<file path="src/rtl/music_pkg.sv">
// Shared constants, state encoding and note-period helper for the music player.
package music_pkg;

  localparam logic [4:0] NOTE_REST = 5'd0;
  localparam logic [4:0] NOTE_END  = 5'd31;

  localparam int DUR_W  = 24;  // duration / gap counter width
  localparam int TONE_W = 16;  // tone half-period counter width

  // Player states, kept as plain constants so older tools and checkers can share them
  typedef logic [2:0] state_t;
  localparam state_t ST_IDLE  = 3'd0;
  localparam state_t ST_FETCH = 3'd1;
  localparam state_t ST_LATCH = 3'd2;
  localparam state_t ST_PLAY  = 3'd3;
  localparam state_t ST_GAP   = 3'd4;
  localparam state_t ST_DONE  = 3'd5;

  // Half period in clocks of the square wave for a note code; 0 for rest codes
  function automatic logic [TONE_W-1:0] half_period(input logic [4:0] code,
                                                     input int unsigned clk_freq);
    int unsigned f;
    case (code)
      5'd1:  f = 131;  5'd2:  f = 147;  5'd3:  f = 165;  5'd4:  f = 175;
      5'd5:  f = 196;  5'd6:  f = 220;  5'd7:  f = 247;
      5'd8:  f = 262;  5'd9:  f = 294;  5'd10: f = 330;  5'd11: f = 349;
      5'd12: f = 392;  5'd13: f = 440;  5'd14: f = 494;
      5'd15: f = 523;  5'd16: f = 587;  5'd17: f = 659;  5'd18: f = 698;
      5'd19: f = 784;  5'd20: f = 880;  5'd21: f = 988;
      default: f = 0;
    endcase
    if (f == 0 || code == NOTE_REST) half_period = '0;
    else half_period = TONE_W'(clk_freq / (2 * f));
  endfunction

endpackage

</file>
<file path="src/rtl/music_player_tone_gen.sv">
// Square-wave generator: toggles beep every half_period clocks while enabled.
// beep is cleared and held low whenever en is low or half_period is zero.
module tone_gen #(
  parameter int W = 16
) (
  input  logic         clk,
  input  logic         rst_n,
  input  logic         en,
  input  logic [W-1:0] half_period,
  output logic         beep
);

  logic [W-1:0] cnt;

  // Count clocks within a half period and flip beep at each boundary
  always_ff @(posedge clk or negedge rst_n) begin
    if (!rst_n) begin
      cnt  <= '0;
      beep <= 1'b0;
    end else if (!en || half_period == '0) begin
      cnt  <= '0;
      beep <= 1'b0;
    end else if (cnt == (half_period - W'(1))) begin
      cnt  <= '0;
      beep <= ~beep;
    end else begin
      cnt <= cnt + W'(1);
    end
  end

endmodule

</file>
<file path="src/rtl/music_player.sv">
// Note-store reader: fetches note codes over the RAM read port and plays each
// as a square wave for a fixed duration followed by a silent gap.
// start/stop are single-cycle pulses; stop has priority over start.
// Optional build macro MUSIC_LOOP_EN: repeat the song until stop.
module music_player
  import music_pkg::*;
#(
  parameter int DATA_WDTH  = 5,
  parameter int COL        = 100,
  parameter int COL_BITS   = 8,
  parameter int CLK_FREQ   = 12_000_000,
  parameter int NOTE_TICKS = 3_000_000,
  parameter int GAP_TICKS  = 240_000
) (
  input  logic                 clk,
  input  logic                 rst_n,
  input  logic                 start,
  input  logic                 stop,
  input  logic [COL_BITS-1:0]  song_len,
  input  logic                 wr_en,
  output logic [COL_BITS-1:0]  addrb,
  input  logic [DATA_WDTH-1:0] doutb,
  output logic                 busy,
  output logic                 done,
  output logic [DATA_WDTH-1:0] cur_note,
  output logic                 beep,
  output state_t               dbg_state
);

  state_t              state;
  logic [COL_BITS-1:0] len;
  logic [DUR_W-1:0]    dur;
  logic                wr_seen;  // RAM read was blocked during the FETCH cycle

  logic [TONE_W-1:0] half_tab [32];
  for (genvar g = 0; g < 32; g++) begin : g_half
    assign half_tab[g] = half_period(5'(g), int'(CLK_FREQ));
  end

  logic [COL_BITS-1:0] len_cap;
  logic [COL_BITS-1:0] addr_nxt;
  logic                play_last;
  logic                gap_last;
  logic                end_song;
  logic                tone_en;

  assign len_cap   = (song_len > COL_BITS'(COL)) ? COL_BITS'(COL) : song_len;
  assign addr_nxt  = addrb + COL_BITS'(1);
  assign play_last = (dur == DUR_W'(NOTE_TICKS - 1));
  assign gap_last  = (dur == DUR_W'(GAP_TICKS - 1));
  // Song ends on an END code at capture, or after the gap of the last note
  assign end_song  = ((state == ST_LATCH) && !wr_seen && (doutb == NOTE_END)) ||
                     ((state == ST_GAP) && gap_last && (addr_nxt == len));
  // Drop enable on the last PLAY cycle or on stop so beep is low on the next edge
  assign tone_en   = (state == ST_PLAY) && !play_last && !stop;
  assign dbg_state = state;

  tone_gen #(.W(TONE_W)) u_tone (
    .clk         (clk),
    .rst_n       (rst_n),
    .en          (tone_en),
    .half_period (half_tab[cur_note]),
    .beep        (beep)
  );

  // Playback sequencer: fetch, latch, play, gap, repeat until len or END
  always_ff @(posedge clk or negedge rst_n) begin
    if (!rst_n) begin
      state    <= ST_IDLE;
      len      <= '0;
      dur      <= '0;
      wr_seen  <= 1'b0;
      addrb    <= '0;
      busy     <= 1'b0;
      done     <= 1'b0;
      cur_note <= '0;
    end else begin
      done <= 1'b0;
      if (stop && state != ST_IDLE) begin
        state    <= ST_IDLE;
        busy     <= 1'b0;
        cur_note <= '0;
        addrb    <= '0;
        dur      <= '0;
        wr_seen  <= 1'b0;
      end else if (end_song) begin
        done     <= 1'b1;
        addrb    <= '0;
        cur_note <= '0;
        dur      <= '0;
`ifdef MUSIC_LOOP_EN
        state    <= ST_FETCH;
`else
        busy     <= 1'b0;
        state    <= ST_DONE;
`endif
      end else begin
        case (state)
          ST_IDLE: begin
            if (start && !stop) begin
              len   <= len_cap;
              addrb <= '0;
              dur   <= '0;
              if (len_cap == '0) begin
                done  <= 1'b1;
                state <= ST_DONE;
              end else begin
                busy  <= 1'b1;
                state <= ST_FETCH;
              end
            end
          end
          ST_FETCH: begin
            wr_seen <= wr_en;
            state   <= ST_LATCH;
          end
          ST_LATCH: begin
            if (wr_seen) begin
              state <= ST_FETCH;
            end else begin
              cur_note <= doutb;
              dur      <= '0;
              state    <= ST_PLAY;
            end
          end
          ST_PLAY: begin
            if (play_last) begin
              dur   <= '0;
              state <= ST_GAP;
            end else begin
              dur <= dur + DUR_W'(1);
            end
          end
          ST_GAP: begin
            if (gap_last) begin
              dur   <= '0;
              addrb <= addr_nxt;
              state <= ST_FETCH;
            end else begin
              dur <= dur + DUR_W'(1);
            end
          end
          ST_DONE: begin
            state <= ST_IDLE;
          end
          default: begin
            state <= ST_IDLE;
          end
        endcase
      end
    end
  end

endmodule

</file>
<file path="config.mk">
export PLATFORM = sky130hd
export DESIGN_NAME = music_player
export DESIGN_NICKNAME = d
export VERILOG_FILES = /design/src/rtl/music_pkg.sv /design/src/rtl/music_player_tone_gen.sv /design/src/rtl/music_player.sv
export SDC_FILE = /design/constraint.sdc
export NUM_CORES = 1
export LEC_CHECK = 0
export CAP_MARGIN = 20
export CELL_PAD_IN_SITES_DETAIL_PLACEMENT = 1
export CELL_PAD_IN_SITES_GLOBAL_PLACEMENT = 2
export CORE_MARGIN = 2
export CORE_UTILIZATION = 36
export CTS_CLUSTER_DIAMETER = 50
export CTS_CLUSTER_SIZE = 24
export DETAILED_ROUTE_END_ITERATION = 10
export GPL_ROUTABILITY_DRIVEN = 1
export PLACE_DENSITY = 0.81
export SYNTH_ARGS = -nofsm -noshare
export SYNTH_HDL_FRONTEND = slang
export SYNTH_SLANG_ARGS = --single-unit
</file>
<file path="constraint.sdc">
create_clock -name clk -period 4.2 [get_ports clk]
set_input_delay 0.63 -clock clk [delete_from_list [all_inputs] [get_ports clk]]
set_output_delay 0.63 -clock clk [all_outputs]
set_load 0.02 [all_outputs]
</file>
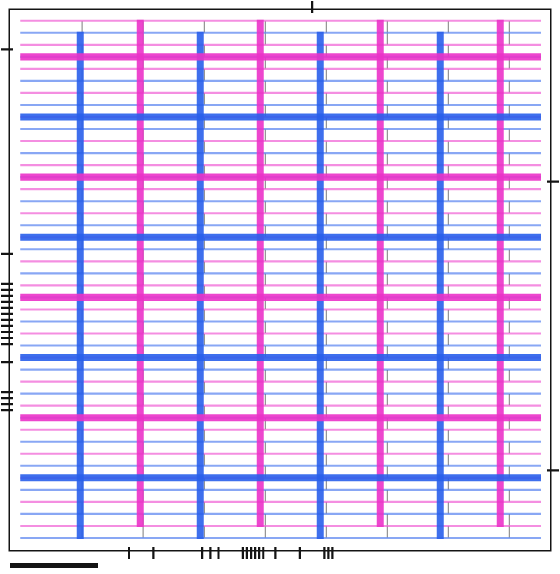
Fig. 1. PDN straps and rails (run 1).
The bar under the picture is 20 um long. Pins as bars on the die edge. Tap cells in grey.
Blue stands for VSS. Magenta stands for VDD.
8 straps on met4. 180 tap cells. 44 met1 rails follow the rows. The core has 43 rows. 37 signal pins sit on the boundary.

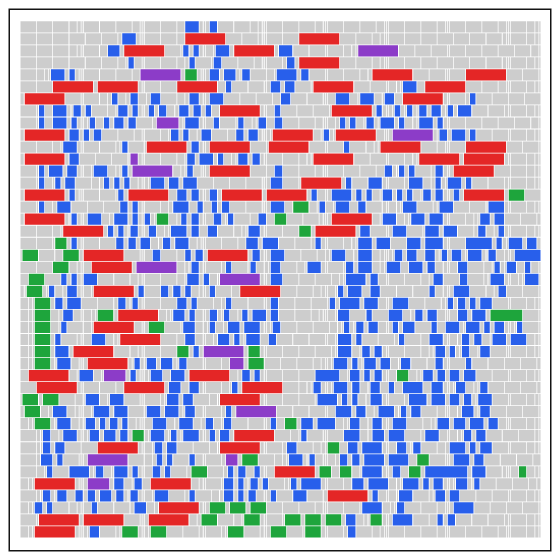
Fig. 2. Cell classes on the final placement (run 1).
Fill, decap, tap and diode cells in grey.
Blue stands for combinational and other logic, cells 508, share of their area 56%. Red stands for flops, cells 68, share of their area 30%. Purple stands for clock drivers and dummy loads, cells 15, share of their area 5.1%. Green stands for other buffers and delay cells, cells 53, share of their area 8.7%.

==> out/qor.yml, run 1 <==
status: "complete, no violations"
logic_area_um2: 3120
setup-violations-final: 0
final_nets: 672
root_buffer: "clkbuf_16"
gp_congestion: 0.898
layout.cells.most_common: "nor2_1"
crit_slowest_cell: "or4_4"
postRouteAntennaNets: 0
numCtsBuffers: 9
async_flop_share_pct: 100
finClkSkew_ns: 0.00839
worstRegToRegCells: 13
seqCellArea_um2: 1700
clock.fmax_mhz: 260
insertion_delay_ns: 0.34
path_cells: "inv_1 > ha_1 > or2_1 > a21oi_1 > nor3_1 > ha_1 > nor3b_2 > nand3_2 > a311oi_1 > o2111ai_1 > or4_4 > o211a_1 > or2_1"
worstSetupEndpointType: "flop"
die_w_um: 122
synth_cell_types: 72
drv_slew: 0
ys_cells: 604
hp-class: "in -> async"
startpoint_type: "flop"
crit_required_ns: 4.42
crit_arrival_ns: 4.07
rrSetupSlack_ns: 0.35
die_y_um: 122
io_pins: 37
hpwl_um: 11100
tns_ns: 0
hold_viol_final: 0
antenna_found_initial: 0
grt_max_degree: 30
rsz0062_at_grt: "no"
edf_count: 0
antenna_cells: 0
drtIter0Drc: 309
period_used_pct: 91.6
yosys.area.top_type: "dfrtp_1"
synth_chip_area_um2: 5020
post_cts_resized: 0
cts_tree: "built"
yosys.stat.seqShare_pct: 33.9
io_buffer_count: 36
area_leaders: "dfrtp_1 34%, nor2_1 5.4%, xnor2_1 4.9%"
flop_cell: "dfrtp_1"
p_leak_uw: 0.00241
syn_nets: 636
synth_area_per_cell_um2: 8.32
avgViaCountPerCell: 5.57
grt_pass1_wl_um: 24300
htree_levels: 3
drive_gt1_share_pct: 8.54
grt_overflow: 0
r2r-start: "cur_note[1]$_DFFE_PN0P_"
powerDensity_nw_per_um2: 547
synth_flops: 68
ys_sh_adder_pct: 3.49
ys_sh_xor_pct: 9.77
logic_family: "simple AND/OR/NAND/NOR gates"
grt_use_total_pct: 20.9
worst_pin_slew_ns: 0.683
core-area_um2: 13800
clockBufferDepth: 2
period_minus_slack_ns: 3.85
syn_inst: 604
drt-total-wl_um: 14600
compound_area_share_pct: 18.9
warnings: 34
fp-row-count: 43
synth_top_area_share_pct: 33.9
cap_violations: 0
fillers: 1653
yosysWarnings: 0
mux_area_share_pct: 1.54
die_area_um2: 14900
clock-sinks: 68
ir_drop_mv: 0.201
holdWs_ns: 0.341
regToRegEndpoint: "u_tone.beep$_DFFE_PN0P_"
grt_pass1_vias: 4717
crit_path_max_incr_delay_ns: 0.57
simple_gate_area_share_pct: 28.5
final_layout_top_logic_cells: "72 x nor2_1, 68 x dfrtp_1, 64 x nand2_1"
crit_type: "reg -> reg"
core_util_floorplan_pct: 36.5
area_growth_pct: 17.3
dr.pass1.iters: 4
clk_pin_slew_ns: 0.06
drc: 0
syn_area_um2: 5020
crit_fanout: 7
maxSlewHeadroom_pct: 53.3
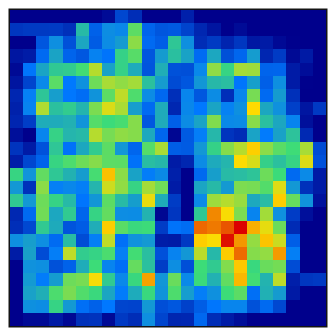
Fig. 3. Wiring heat map (run 1).
The die is cut into 24 by 24 equal tiles; dark blue is low, red is high, scaled to the fullest tile. Values are wire area over tile area, all layers added.
The mean over all tiles is 0.15. The fullest tile reaches 0.49. 21% of the tiles are over half the peak. 13% of the tiles are nearly empty.
Avg WL per Cell: 17.7 um
vias: 4588

==> run 1: final cells by class <==
| class | count | share of cell area [%] |
|---|---|---|
| clock buffers | 12 | 4.53 |
| flip-flops and latches | 68 | 28.9 |
| inverters | 15 | 0.956 |
| multi-input cells | 493 | 53.0 |
| well taps | 180 | 3.82 |
| clock inverters | 3 | 0.361 |
| repair buffers | 53 | 8.41 |
==> run 1: kinds of logic (layout without fill, tap and decap cells) <==
kind of cell | after synthesis | after routing
AOI/OAI and AO/OA | 134 | 134
xor gates and xnor gates | 56 | 56
and+or+nand+nor | 282 | 282
DFF | 68 | 68
buffers and inverters | 43 | 83
adders and majority gates | 14 | 14
muxes | 7 | 7
==> run 1: metrics by stage <==
step / cells / area [um^2] / util [%] / power, uW / setup slack, ns
after floorplan: 604 / 5020 / - / 2020 / 0.311
after global placement: 808 / 5580 / 40.5 / 2450 / 0.469
after detailed placement: 808 / 5580 / 40.5 / 2500 / 0.272
after CTS: 823 / 5870 / 42.6 / 3250 / 0.268
after global routing: 824 / 5890 / 42.8 / 3470 / 0.0713
final: 824 / 5890 / 42.8 / 3220 / 0.351
==> run 1: per-layer routing <==
metal	vias to the layer above	share of wire (%)	GRT usage, %
li1	2237	-	-
met1	2279	45	25.8
met2	52	50	36.5
met3	20	2.9	4.12
met4	0	1.8	6.68
met5	-	0	0
==> run 1: cell usage after synthesis, drive strengths merged (4+ instances only) <==
cell    instances
a211oi          8
a21o            7
a21oi          29
a22o            8
a31oi           5
and2            4
and3           12
buf            16
clkbuf         12
dfrtp          68
ha             14
inv            15
mux2i           4
nand2          64
nand2b         20
nand3          30
nand4          10
nand4b          4
nor2           72
nor2b          10
nor3           18
nor4            7
nor4b           5
o21a            4
o21ai          31
o31ai           8
or2             6
or3             7
xnor2          28
xor2           28
==> run 1: report_power, final <==
group,total (uW),leakage [uW],switching [uW],internal (uW)
registers,834,0.000931,107,726
logic,1660,0.00134,994,669
clock network,728,0.000141,284,444
==> run 1: sequential cells by signal, summed over array words and instances (netlist names) <==
name	cells
done	1
wr_seen	1
busy	1
u_tone.beep	1
dur	24
addrb	8
u_tone.cnt	16
cur_note	5
len	8
dbg_state	3
==> run 1: worst max path at each step <==
stage,start,endpoint,slack (ns),depth (start not counted)
global placement,cur_note[1]$_DFFE_PN0P_,u_tone.cnt[14]$_DFF_PN0_,0.47,13
CTS,cur_note[1]$_DFFE_PN0P_,u_tone.cnt[2]$_DFF_PN0_,0.27,13
finish,cur_note[1]$_DFFE_PN0P_,u_tone.beep$_DFFE_PN0P_,0.35,13
detailed placement,cur_note[1]$_DFFE_PN0P_,u_tone.cnt[2]$_DFF_PN0_,0.27,13
global route,cur_note[1]$_DFFE_PN0P_,u_tone.cnt[2]$_DFF_PN0_,0.07,14
floorplan,cur_note[1]$_DFFE_PN0P_,u_tone.beep$_DFFE_PN0P_,0.31,14
==> run 1: worst max-delay path: cells and delay by family, from the launching register on <==
kind	cells	cell delay [ns]
buffers and inverters	1	0.11
DFF	1	0.34
and+or+nand+nor	6	1.77
AOI/OAI and AO/OA	4	0.85
adders and majority gates	2	0.68
==> run 1: what timing repair did <==
item,in CTS,in global routing
hold buffers,0,0
setup buffers,0,1
endpoints found under the setup margin,0,16
Fig. 4: run 1, cell outlines without signal wires
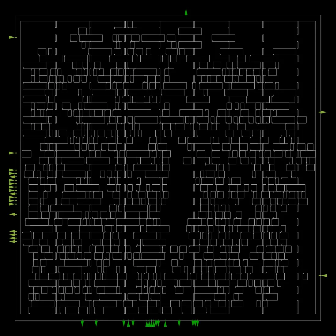

==> run 2, diff against run 1 <==
CORE_MARGIN = 3   (was 2)
RECOVER_POWER = 25   (was default)
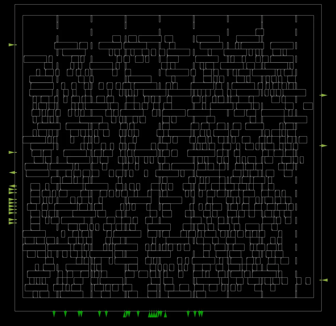
Fig. 5. Cell outlines without signal wires (run 2).
# fillers: 1646
Seq area share: 28.8%

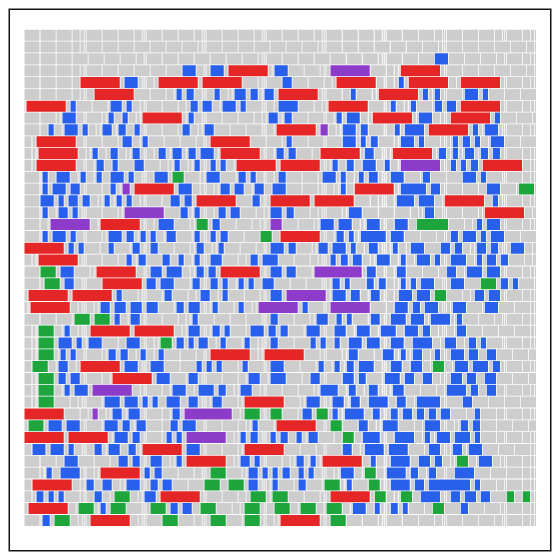
Fig. 6. Cell classes on the final placement (run 2).
Fill, decap, tap and diode cells in grey.
Blue stands for combinational and other logic, cells 508, share of their area 56%. Green stands for other buffers and delay cells, cells 54, share of their area 8.8%. Purple stands for clock drivers and dummy loads, cells 15, share of their area 5.4%. Red stands for flops, cells 68, share of their area 30%.

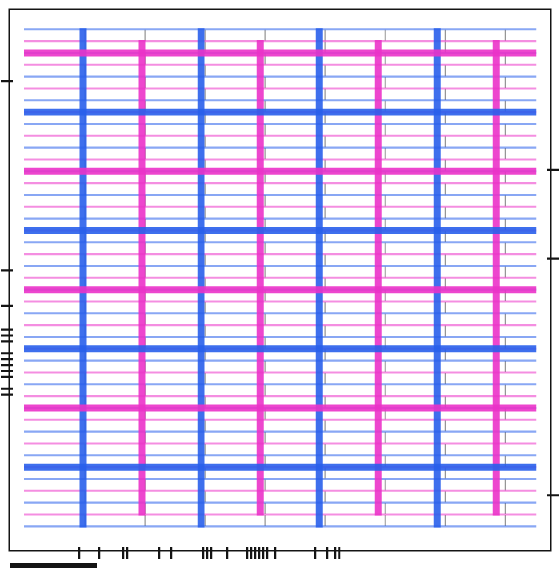
Fig. 7. PDN straps and rails (run 2).
The bar under the picture is 20 um long. Pins as bars on the die edge. Tap cells in grey.
Blue stands for VSS. Magenta stands for VDD.
The core has 42 rows. 8 straps on met4. 37 signal pins sit on the boundary. 43 met1 rails follow the rows.

==> out/qor.yml, run 2 <==
gr-usage-met3_pct: 3.63
power.share.sequential_pct: 25.1
met2_usage_pct: 35.8
hpwl_um: 10800
synth_top_area_share_pct: 33.9
root_buffer: "clkbuf_16"
hold_depth: 1
logic_area_um2: 3120
clock-sinks: 68
hold_start: "dur[0]$_DFFE_PN0P_"
async_flop_share_pct: 100
synth_chip_area_um2: 5020
clock.fmax_mhz: 256
synth_cell_types: 72
final_nets: 673
critPathBufInv: 1
dp_cells: 805
yosys.stat.seqShare_pct: 33.9
syn_nets: 636
die_w_um: 124
die_area_um2: 15400
reg.largest.list: "dur: 24 flops, u_tone.cnt: 16 flops"
worst_pin_slew_ns: 1.79
yosysMostFrequentCell: "nor2_1"
regMostFlops: "dur"
power.net_switching_uw: 1400
crit_family: "simple AND/OR/NAND/NOR gates"
crit_path_max_incr_delay_ns: 0.57
antenna_found_initial: 0
powerDensity_nw_per_um2: 563
core-area_um2: 13500
drtIter0Drc: 268
grtUsageMet1_pct: 25.4
seqCellArea_um2: 1700
regToRegEndpoint: "u_tone.beep$_DFFE_PN0P_"
yosysWarnings: 0
synth_flops: 68
grt_overflow: 0
cts_tree: "built"
fp-row-count: 42
drive_gt1_share_pct: 8.53
insertion_delay_ns: 0.34
crit_type: "reg -> reg"
status: "finished, violations left"
drc: 0
dr.pass1.iters: 4
maxSlewHeadroom_pct: -19.6
ir_drop_mv: 0.314
violations: "max-capacitance violations, max-slew violations"
hp-class: "reg -> reg"
grt_max_degree: 69
grt_pass1_wl_um: 24900
clkPwrFrac_pct: 24.5
crit_slowest_cell: "or4_4"
p_leak_uw: 0.00243
syn_area_um2: 5020
synthTopCellsByCount: "72 x nor2_1, 68 x dfrtp_1, 64 x nand2_1, 29 x nand3_1"
clk_pin_slew_ns: 0.06
layout.cells.non_filler: 821
syn_inst: 604
rsz0062_at_grt: "no"
swShare_pct: 42.2
ys_cells: 604
r2r-start: "cur_note[1]$_DFFE_PN0P_"
wl_per_cell_um: 17.8
edf_count: 0
flop_cell: "dfrtp_1"
drt-total-wl_um: 14600
tns_ns: 0
antenna_cells: 0
grt_use_total_pct: 20.5
crit_arrival_ns: 4.12
comb_power_share_pct: 50.4
synth_area_per_cell_um2: 8.32
setup-violations-final: 0
postRouteAntennaNets: 0
path_cells: "inv_1 > ha_1 > or2_1 > a21oi_1 > nor3_1 > ha_1 > nor3b_2 > nand3_2 > a311oi_1 > o2111ai_1 > or4_4 > o211a_1 > or2_1"
crit_fanout: 7
avgViaCountPerCell: 5.59
gp_congestion: 0.918
numCtsBuffers: 9
drv_slew: 69
worstRegToRegCells: 13
area_leaders: "dfrtp_1 34%, nor2_1 5.4%, xnor2_1 4.9%"
worstSetupEndpointType: "flop"
area_growth_pct: 17.6
largest_register_ffs: 24
startpoint_type: "flop"
io_pins: 37
intPower_uw: 1920
clockBufferDepth: 2
layout.cells.most_common: "nor2_1"
warnings: 34
die_y_um: 124
crit_required_ns: 4.42
finClkSkew_ns: 0.00688
period_used_pct: 92.8
io_buffer_count: 36
num_vias: 4593
grt_pass1_vias: 4941
htree_levels: 3
hold_viol_final: 0
yosys.area.top_type: "dfrtp_1"
core_util_floorplan_pct: 37.3
period_minus_slack_ns: 3.90
busiest_layer: "met2"
final_layout_top_logic_cells: "72 x nor2_1, 68 x dfrtp_1, 64 x nand2_1"
ctsHoldBuffers: 0
hold_end: "dur[0]$_DFFE_PN0P_"
cap_violations: 1
rrSetupSlack_ns: 0.30
[run 2: area by class of cell]
class | count | area share, %
Multi-Input combinational cell | 493 | 52.9
Sequential cell | 68 | 28.8
Timing Repair Buffer | 54 | 8.47
Clock buffer | 10 | 3.88
Tap cell | 176 | 3.73
Clock inverter | 5 | 1.31
Inverter | 15 | 0.953
[run 2: worst max path at each step]
| stage | from | endpoint | slack, ns | cells after the start |
|---|---|---|---|---|
| after floorplan | cur_note[1]$_DFFE_PN0P_ | u_tone.beep$_DFFE_PN0P_ | 0.31 | 14 |
| after global placement | cur_note[1]$_DFFE_PN0P_ | u_tone.cnt[15]$_DFF_PN0_ | 0.47 | 13 |
| after detailed placement | cur_note[1]$_DFFE_PN0P_ | u_tone.cnt[7]$_DFF_PN0_ | 0.28 | 13 |
| after CTS | cur_note[1]$_DFFE_PN0P_ | u_tone.cnt[3]$_DFF_PN0_ | 0.22 | 13 |
| after global routing | cur_note[1]$_DFFE_PN0P_ | u_tone.beep$_DFFE_PN0P_ | 0.05 | 13 |
| final | cur_note[1]$_DFFE_PN0P_ | u_tone.beep$_DFFE_PN0P_ | 0.30 | 13 |
[run 2: power by group through the flow]
| stage | registers, uW | clock network, uW | logic (uW) |
|---|---|---|---|
| 6_report | 836 | 814 | 1680 |
| 5_1_grt | 855 | 860 | 1860 |
| 4_1_cts | 837 | 835 | 1680 |
| 3_5_place_dp | 848 | 0 | 1670 |
| 3_3_place_gp | 844 | 0 | 1630 |
| 2_1_floorplan | 826 | 0 | 1190 |
[run 2: logic make-up (layout without fill, tap and decap cells)]
kind of cell,Yosys count,in the layout,synth area share [%]
fa+ha+maj,14,14,3.49
compound gates,134,134,18.9
flops,68,68,33.9
mux,7,7,1.54
xor+xnor,56,56,9.77
buf+inv,43,84,3.94
simple gates,282,282,28.5
[run 2: repair_timing]
action                     in CTS  in global routing
setup endpoints to repair       0                 16
buffers inserted                0                  1
gates resized                   0                  0
[run 2: per-stage QoR]
stage / power (uW) / utilization [%] / hold WS, ns / area [um^2] / worst slack (ns)
2_1_floorplan: 2020 / - / 0.334 / 5020 / 0.311
3_3_place_gp: 2480 / 41.5 / 0.480 / 5580 / 0.475
3_5_place_dp: 2520 / 41.5 / 0.502 / 5580 / 0.279
4_1_cts: 3350 / 43.8 / 0.513 / 5890 / 0.224
5_1_grt: 3580 / 43.9 / 0.545 / 5910 / 0.0533
6_report: 3330 / 43.9 / 0.509 / 5910 / 0.301
[run 2: layer usage]
metal | vias to the layer above | wire length (um)
li1 | 2234 | -
met1 | 2270 | 6540
met2 | 66 | 7290
met3 | 23 | 427
met4 | 0 | 350
met5 | - | 0
Fig. 8: run 2, port wiring
The bar under the picture is 20 um long.
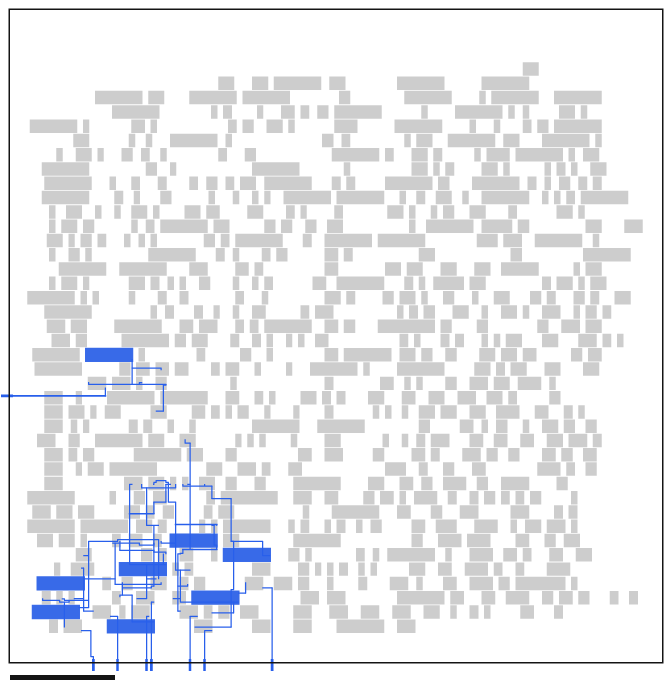

==> run 3, diff against run 2 <==
ABC_AREA = 1   (was default)
CORE_UTILIZATION = 33   (was 36)
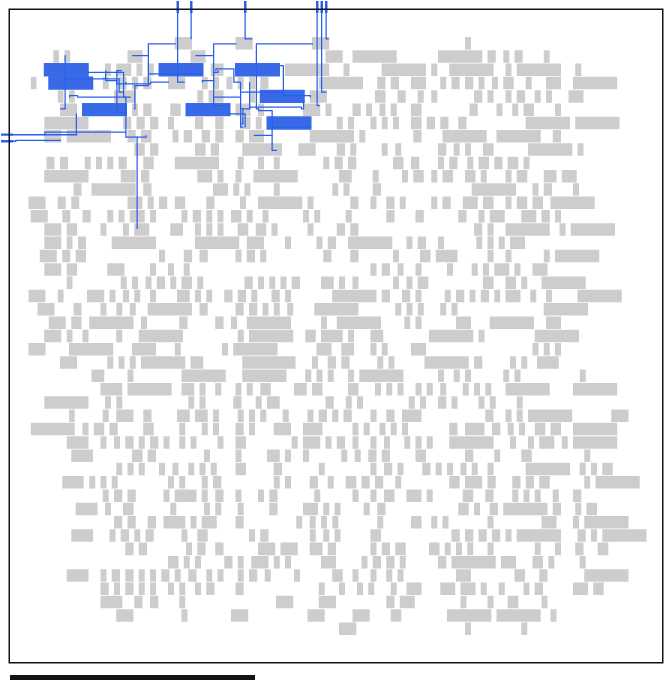
Fig. 9. Port wiring (run 3).
The bar under the picture is 50 um long.
Blue stands for `addrb`, bits 8, direction output, end cells 8, buffers 8, wire 417 um.

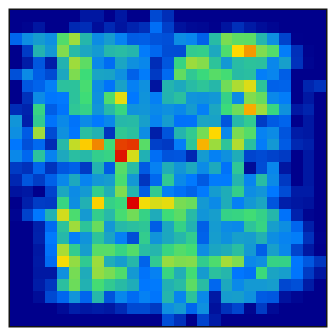
Fig. 10. Wiring heat map (run 3).
The die is cut into 27 by 27 equal tiles; dark blue is low, red is high, scaled to the fullest tile. Values are wire area over tile area, all layers added.
17% of the tiles are nearly empty. The mean over all tiles is 0.15. The fullest tile reaches 0.56. 12% of the tiles are over half the peak. The densest ninth of the die: middle.

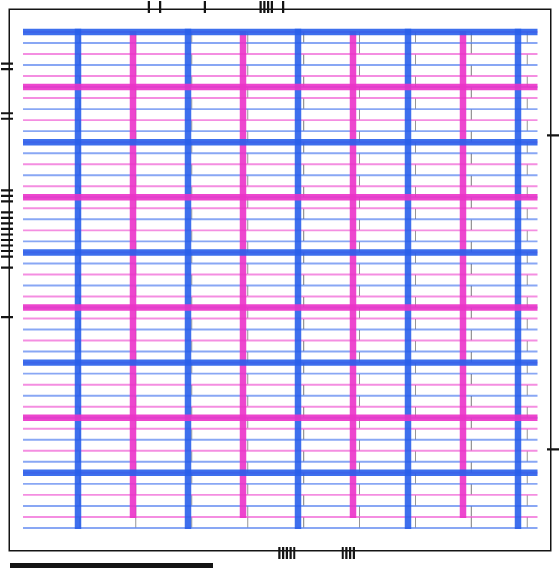
Fig. 11. PDN straps and rails (run 3).
The bar under the picture is 50 um long. Pins as bars on the die edge. Tap cells in grey.
Blue stands for VSS. Magenta stands for VDD.
46 met1 rails follow the rows. 211 tap cells. 37 signal pins sit on the boundary. The core has 45 rows.
DIE WIDTH: 133 um
Max VDD drop: 0.276 mV
chip height: 133 um
Core ar.: 15500 um^2

==> out/qor.yml, run 3 <==
synth_chip_area_um2: 5340
postRouteAntennaNets: 0
synth_area_per_cell_um2: 6.63
hp-class: "reg -> reg"
hold_viol_final: 0
worstSetupEndpointType: "flop"
synth_top_area_share_pct: 31.8
cp_common_cell: "nand2_1"
drtIter0Drc: 375
grt_max_degree: 49
hold_end: "len[0]$_DFFE_PN0P_"
fp-row-count: 45
gp_congestion: 0.891
powerDensity_nw_per_um2: 642
synthTopCellsByCount: "210 x nand2_1, 98 x nor2_1, 97 x inv_1, 97 x nand3_1, 68 x dfrtp_1"
crit_type: "reg -> reg"
cap_violations: 0
syn_inst: 806
crit_path_max_incr_delay_ns: 0.62
flop_cell: "dfrtp_1"
grt_pass1_vias: 5424
startpoint: "cur_note[1]$_DFFE_PN0P_"
antenna_cells: 0
postPlaceCellArea_um2: 5900
worst_pin_slew_ns: 1.24
grt_use_total_pct: 20.0
insertion_delay_ns: 0.34
clock-sinks: 68
edf_count: 0
core_util_floorplan_pct: 34.4
tns_ns: 0
regMostFlops: "dur"
finClkSkew_ns: 0.00632
syn_nets: 838
reg.largest.list: "dur: 24 flops, u_tone.cnt: 16 flops"
clockBufferDepth: 2
area_growth_pct: 15.5
worstRegToRegCells: 22
drc: 0
ys_cells: 806
maxSlewHeadroom_pct: 17.2
warnings: 34
finalPower_uw: 3970
avgViaCountPerCell: 5.05
final_nets: 875
grt_overflow: 0
hpwl_um: 13900
grt_pass1_wl_um: 28700
design_area_um2: 6170
die_area_um2: 17800
clock.fmax_mhz: 280
crit_family: "simple AND/OR/NAND/NOR gates"
drt-total-wl_um: 17500
fillers: 2008
cts_tree: "built"
layout.cells.most_common: "nand2_1"
yosysMostFrequentCell: "nand2_1"
r2r-start: "cur_note[1]$_DFFE_PN0P_"
yosysWarnings: 0
dr.pass1.iters: 5
startpoint_type: "flop"
post_cts_resized: 0
status: "complete, no violations"
io_pins: 37
path_cells: "inv_1 > ha_1 > inv_1 > nand2_1 > nand3_1 > nand3_1 > nand2_1 > inv_1 > ha_1 > nand3_1 > inv_1 > nand2_1 > nor2_4 > nand2_1 > nand2_1 > nand3_1 > nand2_1 > nand3_1 > nor2_2 > nand3_2 > nand2_4 > nor2_1"
area_leaders: "dfrtp_1 32%, nand2_1 15%, nand3_1 9.1%"
crit_arrival_ns: 3.79
num_vias: 5329
yosys.area.top_type: "dfrtp_1"
crit_required_ns: 4.42
yosys.stat.seqShare_pct: 31.8
period_minus_slack_ns: 3.57
hold_start: "len[0]$_DFFE_PN0P_"
utilization_pct: 39.7
regToRegEndpoint: "u_tone.cnt[2]$_DFF_PN0_"
wl_per_cell_um: 16.6
synth_flops: 68
antenna_found_initial: 0
final_layout_top_logic_cells: "210 x nand2_1, 98 x nor2_1, 97 x inv_1, 97 x nand3_1, 68 x dfrtp_1"
drive_gt1_share_pct: 7.46
clk_pin_slew_ns: 0.06
async_flop_share_pct: 100
synth_cell_types: 40
p_leak_uw: 0.00276
htree_levels: 3
hold_depth: 2
setup-violations-final: 0
io_buffer_count: 36
ctsHoldBuffers: 0
largest_register_ffs: 24
critPathBufInv: 4
crit_fanout: 16
rsz0062_at_grt: "no"
rrSetupSlack_ns: 0.63
numCtsBuffers: 9
crit_slowest_cell: "dfrtp_1"
syn_area_um2: 5340
seqCellArea_um2: 1700
period_used_pct: 85.0
logic_area_um2: 3160
post_cts_buffers: 0
root_buffer: "clkbuf_16"
drv_slew: 0
==> run 3: cells by family (layout without fill, tap and decap cells) <==
| group | count (synthesis) | in the layout | synth area share, % |
|---|---|---|---|
| buf+inv | 118 | 157 | 9.08 |
| simple gates | 505 | 505 | 42.7 |
| flops | 68 | 68 | 31.8 |
| fa+ha+maj | 14 | 14 | 3.28 |
| compound gates | 62 | 62 | 6.44 |
| xor+xnor | 39 | 39 | 6.65 |
==> run 3: worst max path at each step <==
| stage | end | cells past startpoint |
|---|---|---|
| floorplan | u_tone.cnt[11]$_DFF_PN0_ | 23 |
| global placement | u_tone.cnt[3]$_DFF_PN0_ | 20 |
| detailed placement | u_tone.cnt[2]$_DFF_PN0_ | 22 |
| CTS | u_tone.cnt[3]$_DFF_PN0_ | 22 |
| global route | u_tone.cnt[4]$_DFF_PN0_ | 22 |
| finish | u_tone.cnt[2]$_DFF_PN0_ | 22 |
==> run 3: worst reg2reg max path: stages (launching register included) <==
cell     delay, ns
dfrtp_1       0.62
inv_1         0.28
ha_1          0.39
inv_1         0.06
nand2_1       0.09
nand3_1       0.09
nand3_1       0.13
nand2_1       0.09
inv_1         0.13
ha_1          0.20
nand3_1       0.11
inv_1         0.08
nand2_1       0.10
nor2_4        0.17
nand2_1       0.10
nand2_1       0.08
nand3_1       0.06
nand2_1       0.07
nand3_1       0.08
nor2_2        0.12
nand3_2       0.11
nand2_4       0.23
nor2_1        0.08
==> run 3: layout make-up <==
cell class / instances / share of cell area (%)
timing repair buffer: 40 / 6.18
clock inverter: 3 / 0.648
multi-input combinational: 620 / 51.1
tap: 211 / 4.28
clock buffer: 10 / 3.87
sequential: 68 / 27.6
inverter: 104 / 6.34
==> run 3: through the flow <==
stage          worst slack, ns  std cells  hold slack (ns)
2_1_floorplan             1.15        806            0.334
3_3_place_gp             0.712       1043            0.492
3_5_place_dp             0.600       1043            0.503
4_1_cts                  0.605       1056            0.254
5_1_grt                  0.197       1056            0.542
6_report                 0.630       1056            0.511
==> run 3: layer usage <==
layer	part of all wire (%)	wire length, um	track usage (%)	up-vias
li1	-	-	-	2664
met3	3.3	582	3.51	13
met2	43	7610	30.2	81
met5	0	0	0	-
met4	0.91	160	4.23	0
met1	52	9170	29.9	2571
==> run 3: power by group <==
part	internal [uW]	total (uW)	switching, uW
sequential	736	851	115
combinational	716	2370	1650
clock	463	749	285
total	1910	3970	2050
Power and IR drop assume default switching activity.
